===== src/rtl/xor_sched_pkg.sv =====
// Shared types and sizing helpers for the XOR parity scheduler.
package xor_sched_pkg;

  // Engine sequencing: accept an operand, shift it through the XOR, publish.
  typedef enum logic [1:0] {
    IDLE  = 2'd0,
    SHIFT = 2'd1,
    DONE  = 2'd2
  } state_t;

  localparam int WIDTH_DEFAULT = 8;

  // Bit counter width: one extra bit so the count never wraps inside an operation.
  function automatic int cnt_width(input int w);
    return $clog2(w) + 1;
  endfunction

  localparam int CNTW = cnt_width(WIDTH_DEFAULT);

endpackage


===== src/rtl/xor_parity_sched_rr_arbiter.sv =====
// Round-robin arbiter: picks the first requester after 'last', wrapping.
// Purely combinational; the owner registers the pointer on a grant.
module rr_arbiter #(
  parameter int NREQ = 4,
  parameter int IDW  = $clog2(NREQ)
) (
  input  logic [NREQ-1:0] req,
  input  logic [IDW-1:0]  last,
  input  logic            en,
  output logic [NREQ-1:0] gnt,
  output logic [IDW-1:0]  idx
);

  logic           found;
  logic [IDW-1:0] cand;

  // Scan last+1 .. last+NREQ (mod NREQ); the final step revisits 'last' itself,
  // so the previous winner only wins again when nobody else is asking.
  always_comb begin
    gnt   = '0;
    idx   = '0;
    found = 1'b0;
    cand  = '0;
    for (int off = 1; off <= NREQ; off++) begin
      cand = last + IDW'(off);
      if (!found && req[cand]) begin
        found = 1'b1;
        idx   = cand;
      end
    end
    if (en && found) begin
      gnt[idx] = 1'b1;
    end
  end

endmodule


===== src/rtl/xor_parity_sched.sv =====
// Round-robin front end sharing one bit-serial XOR reduction engine between
// NREQ requesters. A granted operand is shifted LSB first through a single
// XOR/accumulator; the parity comes back tagged with the requester index.
//
// Handshake: a requester holds req (and its data) high until it sees its gnt
// bit. gnt is a one-cycle pulse in which the operand is sampled; the requester
// drops req on the following cycle. done is a one-cycle pulse that marks
// parity/result_id valid; both hold their value until the next done.
module xor_parity_sched
  import xor_sched_pkg::*;
#(
  parameter int NREQ  = 4,
  parameter int WIDTH = 8,
  parameter int IDW   = $clog2(NREQ)
) (
  input  logic                  clk,
  input  logic                  rst,
  input  logic [NREQ-1:0]       req,
  input  logic [NREQ*WIDTH-1:0] data,
  output logic [NREQ-1:0]       gnt,
  output logic                  busy,
  output logic                  done,
  output logic                  parity,
  output logic [IDW-1:0]        result_id,
  output logic [1:0]            dbg_state
);

  localparam int CW = cnt_width(WIDTH);
  localparam logic [CW-1:0] LAST_CNT = CW'(WIDTH - 1);

  state_t          state;
  logic [WIDTH-1:0] sreg;
  logic            acc;
  logic [CW-1:0]   cnt;
  logic [IDW-1:0]  id;
  logic [IDW-1:0]  last;

  logic            arb_en;
  logic [NREQ-1:0] arb_gnt;
  logic [IDW-1:0]  arb_idx;

  // Grants are only offered from IDLE, and never while reset is asserted.
  assign arb_en = (state == IDLE) && !rst;

  rr_arbiter #(
    .NREQ (NREQ),
    .IDW  (IDW)
  ) u_arb (
    .req  (req),
    .last (last),
    .en   (arb_en),
    .gnt  (arb_gnt),
    .idx  (arb_idx)
  );

  assign gnt       = arb_gnt;
  assign busy      = (state == SHIFT) || (state == DONE);
  assign dbg_state = state;

  // Engine sequencer: latch winner's operand, shift WIDTH bits, publish result.
  always_ff @(posedge clk or posedge rst) begin
    if (rst) begin
      state     <= IDLE;
      sreg      <= '0;
      acc       <= 1'b0;
      cnt       <= '0;
      id        <= '0;
      last      <= IDW'(NREQ - 1);
      done      <= 1'b0;
      parity    <= 1'b0;
      result_id <= '0;
    end else begin
      case (state)
        IDLE: begin
          done <= 1'b0;
          if (|arb_gnt) begin
            sreg  <= data[arb_idx*WIDTH +: WIDTH];
            acc   <= 1'b0;
            cnt   <= '0;
            id    <= arb_idx;
            last  <= arb_idx;
            state <= SHIFT;
          end
        end
        SHIFT: begin
          acc  <= acc ^ sreg[0];
          sreg <= sreg >> 1;
          cnt  <= cnt + 1'b1;
          // Last bit: publish the folded value directly so parity is valid with done.
          if (cnt == LAST_CNT) begin
            state     <= DONE;
            done      <= 1'b1;
            parity    <= acc ^ sreg[0];
            result_id <= id;
          end
        end
        DONE: begin
          done  <= 1'b0;
          state <= IDLE;
        end
        default: begin
          done  <= 1'b0;
          state <= IDLE;
        end
      endcase
    end
  end

endmodule


===== config.mk =====
export PLATFORM = sky130hd
export DESIGN_NAME = xor_parity_sched
export DESIGN_NICKNAME = d
export VERILOG_FILES = /design/src/rtl/xor_sched_pkg.sv /design/src/rtl/xor_parity_sched_rr_arbiter.sv /design/src/rtl/xor_parity_sched.sv
export SDC_FILE = /design/constraint.sdc
export NUM_CORES = 1
export LEC_CHECK = 0
export CORE_ASPECT_RATIO = 1.75
export CORE_MARGIN = 2
export CORE_UTILIZATION = 25
export DETAILED_ROUTE_END_ITERATION = 7
export PLACE_DENSITY = 0.52
export SLEW_MARGIN = 10
export SYNTH_ARGS = -nofsm -noshare
export SYNTH_HDL_FRONTEND = slang
export SYNTH_SLANG_ARGS = --single-unit

===== constraint.sdc =====
create_clock -name clk -period 2.3 [get_ports clk]
set_input_delay 0.46 -clock clk [delete_from_list [all_inputs] [get_ports clk]]
set_output_delay 0.46 -clock clk [all_outputs]
set_load 0.05 [all_outputs]

Fig. 1: cells colored by class
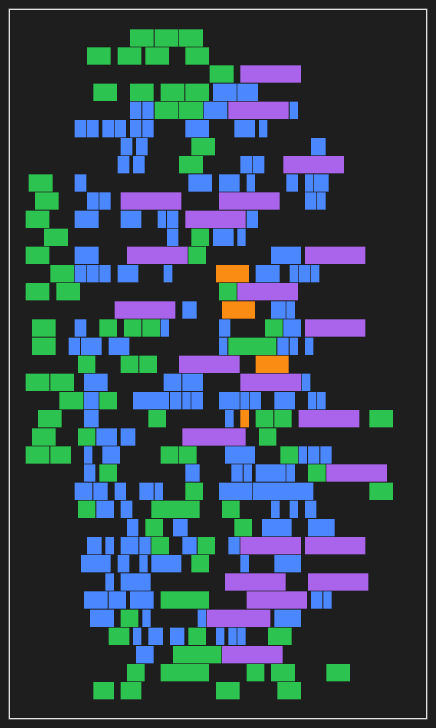
Blue stands for remaining logic cells, cells 143, share of their area 40%. Purple stands for sequential cells, cells 23, share of their area 25%. Orange stands for clock drivers and dummy loads, cells 4, share of their area 1.9%. Green stands for remaining buffers and delay cells, cells 81, share of their area 33%.

Fig. 2: cell density map
The bar under the picture is 20 µm long. 6 x 11 tiles, from dark blue (low) to red (high), 0 to 100% covered.
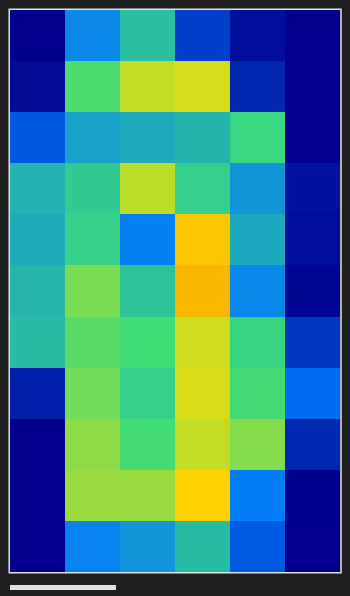
17% of the tiles are nearly empty. The emptiest ninth of the die: top right. The mean over all tiles is 35%. 4.5% of the tiles are over 75% full. The fullest tile reaches 79%.

power by group through the flow:
stage	clock network, µW	registers, µW	logic [µW]
4_1_cts	259	743	1740
5_1_grt	274	767	1950
3_3_place_gp	0	747	1730
6_report	248	733	1780
2_1_floorplan	0	815	941
3_5_place_dp	0	749	1740
cell usage after synthesis (4+ instances only):
library cell  number  area, µm²
nand2_1           26       97.6
nand3_1           10       50.1
dfrtp_1           21        526
a2bb2oi_1          6       52.6
inv_1              6       22.5
o21ai_1            7       35.0
a21oi_1           11       55.1
o21ai_0           17       85.1
ha_1               4       50.1
a221o_1            6       60.1
nor2_1            10       37.5
timing repair:
action / in CTS / in global routing
hold endpoints to repair: 0 / 0
endpoints found under the setup margin: 4 / 3
buffers inserted: 0 / 1
resized: 6 / 5
pin swaps: 2 / 1
==> results.py <==
# Generated from Yosys and OpenROAD reports
metrics = {
    "detailed_routing": {
        "detail-route-antenna-nets": 0,
        "num_vias": 1584,
        "route.detailed.drc": 0,
        "wirelength_um": 4470,
        "first_pass_iters": 4,
        "wl_per_cell_um": 13.6,
        "wl_met2_um": 2610,
        "top_layer": "met4",
    },
    "job": {
        "cap_violations": 0,
        "warnings": 29,
    },
    "power": {
        "ir_drop_uv": 353,
        "powerDensity_mw_per_mm2": 1150,
        "swShare_pct": 43.7,
        "p_clk_share_pct": 9.0,
        "fin_total_pwr_uw": 2760,
        "comb_power_share_pct": 64.4,
    },
    "worst_setup_path": {
        "critPathLaunch": "rst",
        "regToRegStartpoint": "dbg_state[0]",
        "path_max_fanout": 4,
        "rr_endpoint": "sreg[3]",
        "crit_path_cell_trace": "clkdlybuf4s50_1, nand2b_4, or2_2, a31oi_2, buf_12",
        "critPathCapture": "gnt[0]",
        "path_buffers": 2,
        "required_ns": 1.84,
        "critical_path.top_delay_family": "buffers and inverters",
    },
    "global_route": {
        "use_met3_pct": 0.741,
        "grt_usage_pct": 13.9,
        "grt_max_degree": 14,
        "gr-total-overflow": 0,
        "top_usage_layer": "met2",
        "use_met1_pct": 15.6,
    },
    "final_layout": {
        "drive_gt1_share_pct": 24.3,
        "fin_area_mm2": 0.00241,
        "buffer_area_share_pct": 32.1,
        "n_clock_buffer": 4,
        "final_cell_mix": "39 x clkdlybuf4s50_1, 33 x buf_4, 26 x nand2_1, 21 x dfrtp_1, 17 x o21ai_0",
        "num-fill-cells": 608,
        "syn_to_final_growth_pct": 61.6,
        "diodes": 0,
        "seq_area_um2": 578,
        "fin_cells": 329,
        "comb_cells": 137,
        "signal_buffers": 81,
        "seq_cell_count": 23,
        "top_register": "sreg",
        "comb_area_share_pct": 37.1,
        "mi_logic_area_um2": 893,
        "seq_share_pct": 24.0,
    },
    "synth": {
        "yosys_area_mm2": 0.00149,
        "synth_seq_share_pct": 38.8,
        "top_logic_kind": "AND-OR/OR-AND gates",
        "ys_sh_xor_pct": 0.587,
        "async_reset_ff_share_pct": 100,
        "mux_share_pct": 3.61,
        "ys_sh_aoi_pct": 30.4,
        "fp_nets": 214,
        "ys_warn_count": 0,
        "yosys-stat-cells": 172,
        "avgSynthCellArea_um2": 8.67,
        "ys_ff": 23,
    },
    "final_timing": {
        "worstMarginPinSlew_ns": 0.496,
        "skew_ns": 0.00343,
        "final.setup.tns_ns": 0,
        "maxSlewHeadroom_pct": 66.8,
        "period_used_pct": 95.5,
        "drv_slew": 0,
        "setup_violations": 0,
        "period_minus_slack_ns": 2.20,
        "whs_ns": 0.477,
    },
    "clock_tree": {
        "cts_hold_buf": 0,
        "clockBufferDepth": 2,
        "clk_pin_slew_ns": 0.08,
        "cts_buffers": 3,
        "htreeDepth": 1,
    },
    "worst_hold_path": {
        "hold-path-endpoint": "id[1]",
        "min-delay-start": "id[1]",
        "worstHoldPathType": "flop to flop",
        "min_path_cells": 2,
    },
    "floorplanning": {
        "core_mm2": 0.00583,
        "die_h_um": 106,
        "die_w_um": 62.4,
        "nWellTaps": 78,
    },
    "place": {
        "place_inst": 324,
        "placed_area_mm2": 0.00233,
        "dp_slack_ns": -0.136,
    },
    "outcome": {
        "status": "completed",
    },
}
Power figures rest on the tool's default switching activity, not on a simulated workload.
